### config.mk
export PLATFORM = sky130hd
export DESIGN_NAME = ram64_copy_engine
export DESIGN_NICKNAME = d
export VERILOG_FILES = /design/src/rtl/ram64_copy_engine.sv
export SDC_FILE = /design/constraint.sdc
export NUM_CORES = 1
export LEC_CHECK = 0
export CORE_ASPECT_RATIO = 0.7
export CORE_UTILIZATION = 51
export CTS_CLUSTER_SIZE = 14
export DETAILED_ROUTE_END_ITERATION = 10
export GPL_TIMING_DRIVEN = 0
export PLACE_DENSITY = 0.8
export RECOVER_POWER = 25
export REMOVE_ABC_BUFFERS = 1
export SYNTH_ARGS = -nofsm -noshare
export SYNTH_HDL_FRONTEND = slang
export SYNTH_SLANG_ARGS = --single-unit
### constraint.sdc
create_clock -name clk -period 3.3 [get_ports clk]
set_input_delay 0.33 -clock clk [delete_from_list [all_inputs] [get_ports clk]]
set_output_delay 0.33 -clock clk [all_outputs]
set_load 0.05 [all_outputs]
### src/rtl/ram64_copy_engine.sv
// rtl/ram64_copy_engine.sv - block COPY/FILL initiator driving the single port of a 64x16 RAM
module ram64_copy_engine #(
  parameter int WIDTH  = 16,
  parameter int ADDR_W = 6
) (
  input  logic              clk,
  input  logic              reset_n,
  input  logic              start,
  input  logic              mode,
  input  logic [ADDR_W-1:0] src,
  input  logic [ADDR_W-1:0] dst,
  input  logic [ADDR_W:0]   len,
  input  logic [WIDTH-1:0]  fill_val,
  output logic              busy,
  output logic              done,
  output logic [ADDR_W-1:0] mem_address,
  output logic [WIDTH-1:0]  mem_in,
  output logic              mem_load,
  input  logic [WIDTH-1:0]  mem_out
);

  typedef enum logic [1:0] {
    S_IDLE,
    S_READ,
    S_WRITE,
    S_DONE
  } state_t;

  localparam logic [ADDR_W:0] DEPTH = (ADDR_W+1)'(1) << ADDR_W;

  state_t            state, state_nxt;
  logic              mode_q;
  logic [ADDR_W-1:0] src_q;
  logic [ADDR_W-1:0] dst_q;
  logic [ADDR_W-1:0] last_q;
  logic [ADDR_W-1:0] i_q;
  logic [WIDTH-1:0]  fill_q;
  logic [WIDTH-1:0]  data_q;
  logic [ADDR_W-1:0] addr_hold;
  logic [WIDTH-1:0]  din_hold;
  logic [ADDR_W-1:0] last_nxt;
  logic              launch;

  // Store the index of the final word; oversize lengths clamp to the full RAM.
  assign last_nxt = (len >= DEPTH) ? {ADDR_W{1'b1}} : len[ADDR_W-1:0] - ADDR_W'(1);
  assign launch   = (state == S_IDLE) && start;

  always_comb begin
    state_nxt   = state;
    busy        = 1'b0;
    done        = 1'b0;
    mem_load    = 1'b0;
    mem_address = addr_hold;
    mem_in      = din_hold;
    case (state)
      S_IDLE: begin
        if (start) begin
          if (len == '0)
            state_nxt = S_DONE;
          else if (mode)
            state_nxt = S_WRITE;
          else
            state_nxt = S_READ;
        end
      end
      S_READ: begin
        busy        = 1'b1;
        mem_address = src_q + i_q;
        state_nxt   = S_WRITE;
      end
      S_WRITE: begin
        busy        = 1'b1;
        mem_load    = 1'b1;
        mem_address = dst_q + i_q;
        mem_in      = mode_q ? fill_q : data_q;
        if (i_q == last_q)
          state_nxt = S_DONE;
        else if (mode_q)
          state_nxt = S_WRITE;
        else
          state_nxt = S_READ;
      end
      S_DONE: begin
        done      = 1'b1;
        state_nxt = S_IDLE;
      end
      default: state_nxt = S_IDLE;
    endcase
  end

  always_ff @(posedge clk or negedge reset_n) begin
    if (!reset_n) begin
      state     <= S_IDLE;
      mode_q    <= 1'b0;
      src_q     <= '0;
      dst_q     <= '0;
      last_q    <= '0;
      i_q       <= '0;
      fill_q    <= '0;
      data_q    <= '0;
      addr_hold <= '0;
      din_hold  <= '0;
    end else begin
      state     <= state_nxt;
      // Address and write data hold their last driven value once idle.
      addr_hold <= mem_address;
      din_hold  <= mem_in;
      if (launch) begin
        mode_q <= mode;
        src_q  <= src;
        dst_q  <= dst;
        last_q <= last_nxt;
        fill_q <= fill_val;
        i_q    <= '0;
      end
      if (state == S_READ)
        data_q <= mem_out;
      if ((state == S_WRITE) && (i_q != last_q))
        i_q <= i_q + ADDR_W'(1);
    end
  end

endmodule

==> impl_metrics.py <==
# Physical implementation metrics
metrics = {
    "worst_setup_path": {
        "cp.arrival_ps": 2880,
        "endpoint_kind": "primary output",
    },
    "global_routing": {
        "busiest_layer": "met2",
        "antenna_found_initial": 0,
        "grt_max_degree": 62,
        "met3_usage": 0.0587,
    },
    "synthesis": {
        "ys_sh_aoi": 0.0699,
        "yosys_area_um2": 3780,
        "top_cells_by_area": "dfrtp_1 (54%), mux2_2 (16%), mux2i_1 (6.1%)",
        "ys.flop_type": "dfrtp_1",
        "synth-async-reset-ratio": 1.00,
    },
    "clocking": {
        "post_cts_buffers": 4,
        "htree_levels": 3,
    },
    "job": {
        "cap_violations": 0,
    },
    "timing": {
        "clock_skew_ps": 9.91,
    },
    "detailed_routing": {
        "routedWlPerCell_um": 16.3,
    },
    "die": {
        "die_x_um": 105,
    },
    "run_status": {
        "status": "finished, final reports clean",
    },
    "placed_design": {
        "place_congestion": 0.833,
    },
    "cells_and_area": {
        "multiInputGateArea_um2": 1670,
    },
}
[metal layers]
metal	part of all wire	vias up
met5	0	-
met4	0.013	0
met3	0.055	11
met2	0.45	77
met1	0.48	1277
li1	-	1231
[final timing paths]
check                        startpoint        endpoint  slack, ps  cells after the start
min in group asynchronous       reset_n        src_q[1]        710                      2
hold reg to reg            addr_hold[3]    addr_hold[3]        500                      1
max in group asynchronous       reset_n        state[1]        590                      3
setup / recovery               state[0]  mem_address[5]         90                      9
hold / removal             addr_hold[3]    addr_hold[3]        500                      1
setup reg to reg               state[0]    addr_hold[4]        870                      9
[metrics by stage]
step | std cells | hold WS (ps)
2_1_floorplan | 290 | 34.4
3_3_place_gp | 463 | 482
3_5_place_dp | 464 | 239
4_1_cts | 484 | 403
5_1_grt | 486 | 516
6_report | 486 | 505
[state kept, by name (all words and copies together) (netlist names)]
signal	cells
last_q	6
data_q	16
dst_q	6
src_q	6
fill_q	16
state	2
din_hold	16
addr_hold	6
i_q	6
mode_q	1
[synth_stat cells, types with 2 or more instances]
| master | instances |
|---|---|
| nand3_1 | 2 |
| a21oi_1 | 27 |
| xnor2_1 | 6 |
| mux2i_1 | 23 |
| dfrtp_1 | 81 |
| nor2b_1 | 2 |
| buf_2 | 9 |
| clkbuf_1 | 2 |
| a211oi_1 | 2 |
| a31oi_1 | 2 |
| mux2_2 | 53 |
| inv_1 | 7 |
| a21o_1 | 2 |
| nand2_1 | 14 |
| nand2b_1 | 2 |
| nor2_1 | 26 |
| o21ai_0 | 5 |
| ha_1 | 13 |
| xor2_1 | 11 |
[worst max-delay path, cell delays in order, from the launching register on]
cell	delay, ps
dfrtp_1	410
inv_2	110
ha_4	190
mux2_2	380
ha_1	300
a211oi_1	260
o21bai_1	140
a2111o_1	420
o221ai_1	90
buf_4	240
placed.png
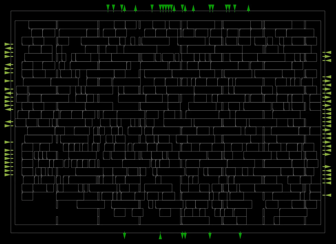
flip-flops: 81
Final Core Density: 0.703
# fillers: 532
Tap Count: 94

util_map.png
The die is cut into 10 by 7 equal tiles; white is low, dark blue is high, 0 to 100% covered.
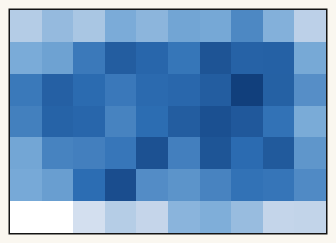
nearly empty tiles: 2.9%
emptiest ninth of the die: lower left
fullest tile: 94%
mean over tiles: 61%
floorplan utilization: 0.544
core area: 6940 um2

